Fig. 1: the metal 1 layer
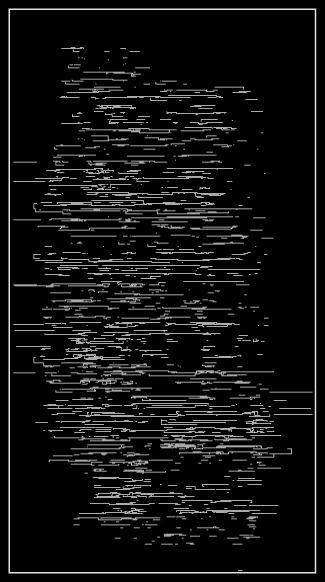
Fig. 2: met2 routing
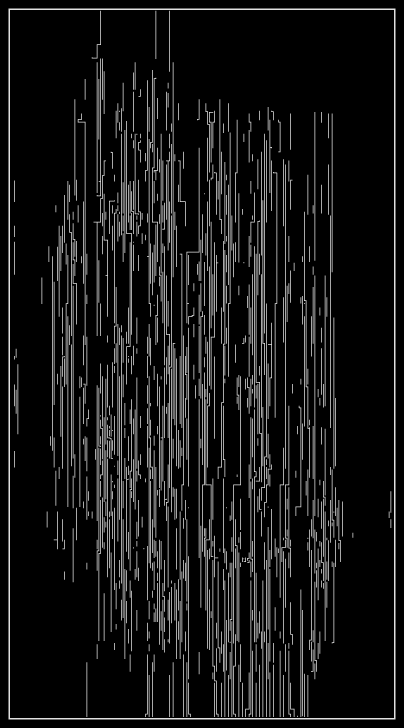
Design dcache, sky130hd; sources not shown.
==> git commit body <==
Add synthesis and place-and-route results

- Critical Path Source Type: primary input
- FF+latch area: 3970 sq um
* Most common cell after layout, fill and taps aside: sky130_fd_sc_hd__edfxtp_1
- For this run, the detailed router reports a per-instance via density of 5.34.
- Post-placement cell area: 6930 sq um
- Post-route period utilization is reported as 0.962.
- Count of library flops with an enable pin: 104
- The floorplan step set the die height to 189 microns.
* Site Rows: 63
- Per Yosys stat, the portion of area used by sequential elements is 0.667.
- Worst setup path category: in -> out
* Final routed wire length divided by cell count: 22.6 microns
- Sum of met2 wire segment lengths after detailed routing: 8.85 mm
- Max FFs per register: 64
* Placeable Area: 14,700 sq um
- For this design, Yosys synthesis ends with a cell count of 353.
- For this run, the total global-route usage over all layers was measured as 0.167.
- Total power normalized to cell area comes to 547 nW/um^2.
* Worst slew slack as a fraction of its limit: 0.597
- Synthesis-stage register bit count: 138
- Width of the die: 102 microns
- The final timing report lists clock skew as 0.0176 ns.
- Total of fill cells in the finished design: 1,277
* Drt first-iter violations: 141
- Clock tree root driver cell: sky130_fd_sc_hd__clkbuf_8
* Proportion of register bits with asynchronous set or reset after synthesis: 0.246
- The last timing report of the flow puts the setup violation total at 0.
- Summed over all nets, wire length on met3 after detailed routing comes to 403 microns.
* Crit path DRT: 4.28 ns
- Number of global-route vias before repair: 3,898
* Logic area: 1920 sq um
* Final critical delay including setup and external delays: 5.15 ns
- Area of the die: 19,300 sq um
- Reg-to-reg setup timing slack: 1.24 ns
* Yosys warns: 0
* Half-perimeter wire length after placement: 10.7 mm
- Worst setup EP type: primary output
* Transition time at the pin with the least slew margin: 0.601 ns
* IO Pins: 56
- Derived from the worst setup path, the maximum achievable clock frequency is 194 MHz.
* Post-Synthesis Net Count: 387
* Highest layer used for signal routing: met4
* OpenROAD warnings: 31
* Hold Crit Depth: 1
- Maximum number of pins on one net before global-route repair: 38
- Post-placement setup slack: -0.0459 ns
- Post-layout nets: 487
* Run status: finished clean
* Number of cells on the worst reg-to-reg path: 14
- Global-route wire length before repair: 23.0 mm
* TritonCTS clock tree: done
- For reference, the final report shows the hold violation count at 0.
- After detailed routing, the wire length on met1 is 5.22 mm.
* Count of clock tree sinks: 138
* Most frequent cells in the layout: sky130_fd_sc_hd__edfxtp_1, sky130_fd_sc_hd__clkdlybuf4s50_1, sky130_fd_sc_hd__dfrtp_1
* Final setup margin: 0.202 ns
- Setup repair after global routing could not meet its margin everywhere.
- Aggregate global routing overflow: 0
- Layout area overhead: 24.6%
- In the synthesized netlist the dominant register cell turns out to be sky130_fd_sc_hd__edfxtp_1.
-- Fig. 1 (at the start) --
main direction: horizontal
nets with wire on the layer: 447
wire length on this layer: 5,220 microns
longest straight run: 32.7 microns
share of all routed wire: 35%
Vias: 3,528
met1 usage: 0.164
final wirelength: 14.9 mm

-- Fig. 2 (at the start) --
wire length on this layer: 8,850 microns
share of all routed wire: 59%
main direction: vertical
longest straight run: 80.9 microns
met2 track demand over resource in global routing: 0.312

[cells in the mapped netlist (3+ instances only)]
| cell type | number |
|---|---|
| sky130_fd_sc_hd__a22o_1 | 8 |
| sky130_fd_sc_hd__a32oi_1 | 6 |
| sky130_fd_sc_hd__nor2_1 | 11 |
| sky130_fd_sc_hd__buf_6 | 6 |
| sky130_fd_sc_hd__nand2_1 | 29 |
| sky130_fd_sc_hd__mux2i_1 | 25 |
| sky130_fd_sc_hd__mux4_2 | 20 |
| sky130_fd_sc_hd__o32ai_1 | 4 |
| sky130_fd_sc_hd__edfxtp_1 | 104 |
| sky130_fd_sc_hd__inv_1 | 8 |
| sky130_fd_sc_hd__and2_1 | 3 |
| sky130_fd_sc_hd__o21bai_2 | 4 |
| sky130_fd_sc_hd__a32o_1 | 4 |
| sky130_fd_sc_hd__a21oi_1 | 3 |
| sky130_fd_sc_hd__nand3_1 | 7 |
| sky130_fd_sc_hd__or3_1 | 5 |
| sky130_fd_sc_hd__o21ai_0 | 5 |
| sky130_fd_sc_hd__mux2_2 | 24 |
| sky130_fd_sc_hd__o31ai_1 | 9 |
| sky130_fd_sc_hd__dfrtp_1 | 34 |
| sky130_fd_sc_hd__o21bai_1 | 4 |
| sky130_fd_sc_hd__ha_1 | 5 |
[where the power goes]
| group | switching, W | leakage, nW | internal (W) |
|---|---|---|---|
| logic | 0.000853 | 1.23 | 0.000877 |
| clock network | 0.000424 | 0.190 | 0.000376 |
| registers | 0.000155 | 1.36 | 0.00138 |
[worst max-delay path, cell delays in order]
cell,delay [ns]
sky130_fd_sc_hd__clkdlybuf4s50_1,0.45
sky130_fd_sc_hd__mux2_4,0.33
sky130_fd_sc_hd__buf_4,0.20
sky130_fd_sc_hd__mux2i_1,0.13
sky130_fd_sc_hd__a32oi_1,0.21
sky130_fd_sc_hd__a21oi_1,0.10
sky130_fd_sc_hd__nand4b_1,0.17
sky130_fd_sc_hd__buf_4,0.17
sky130_fd_sc_hd__or3_4,0.41
sky130_fd_sc_hd__o31ai_2,0.26
sky130_fd_sc_hd__clkdlybuf4s50_1,0.55
[repair_timing]
item                                    CTS  global route
gates cloned                              1             0
gates resized                             9            10
pin swaps                                 1             1
endpoints found under the setup margin    9             6
buffers inserted                          5             0
[cell type report]
class	count	area share
inverters	8	0.00404
clock inverters	15	0.0190
well taps	195	0.0329
flip-flops and latches	138	0.535
clock buffers	17	0.0315
repair buffers	92	0.119
multi-input cells	196	0.258
[metrics by stage]
step                      hold WS [ns]   util
after CTS                        0.484  0.501
after global placement           0.454  0.470
after detailed placement         0.457  0.470
final                            0.485  0.504
after floorplan                  0.437      -
after global routing             0.493  0.504
[layer usage]
metal  global-route usage  vias to the layer above
met2                0.312                       82
met3               0.0333                       23
met4               0.0820                        0
met1                0.164                     1819
met5                    0                        -
li1                     -                     1604
[cells by family after synthesis]
| kind of cell | after synthesis | share of synthesized area |
|---|---|---|
| xor gates and xnor gates | 1 | 0.00147 |
| AOI/OAI and AO/OA | 53 | 0.0754 |
| muxes | 71 | 0.169 |
| DFF | 138 | 0.667 |
| and+or+nand+nor | 65 | 0.0546 |
| buffers and inverters | 20 | 0.0218 |
| adders and majority gates | 5 | 0.0105 |
Power figures rest on the tool's default switching activity, not on a simulated workload.
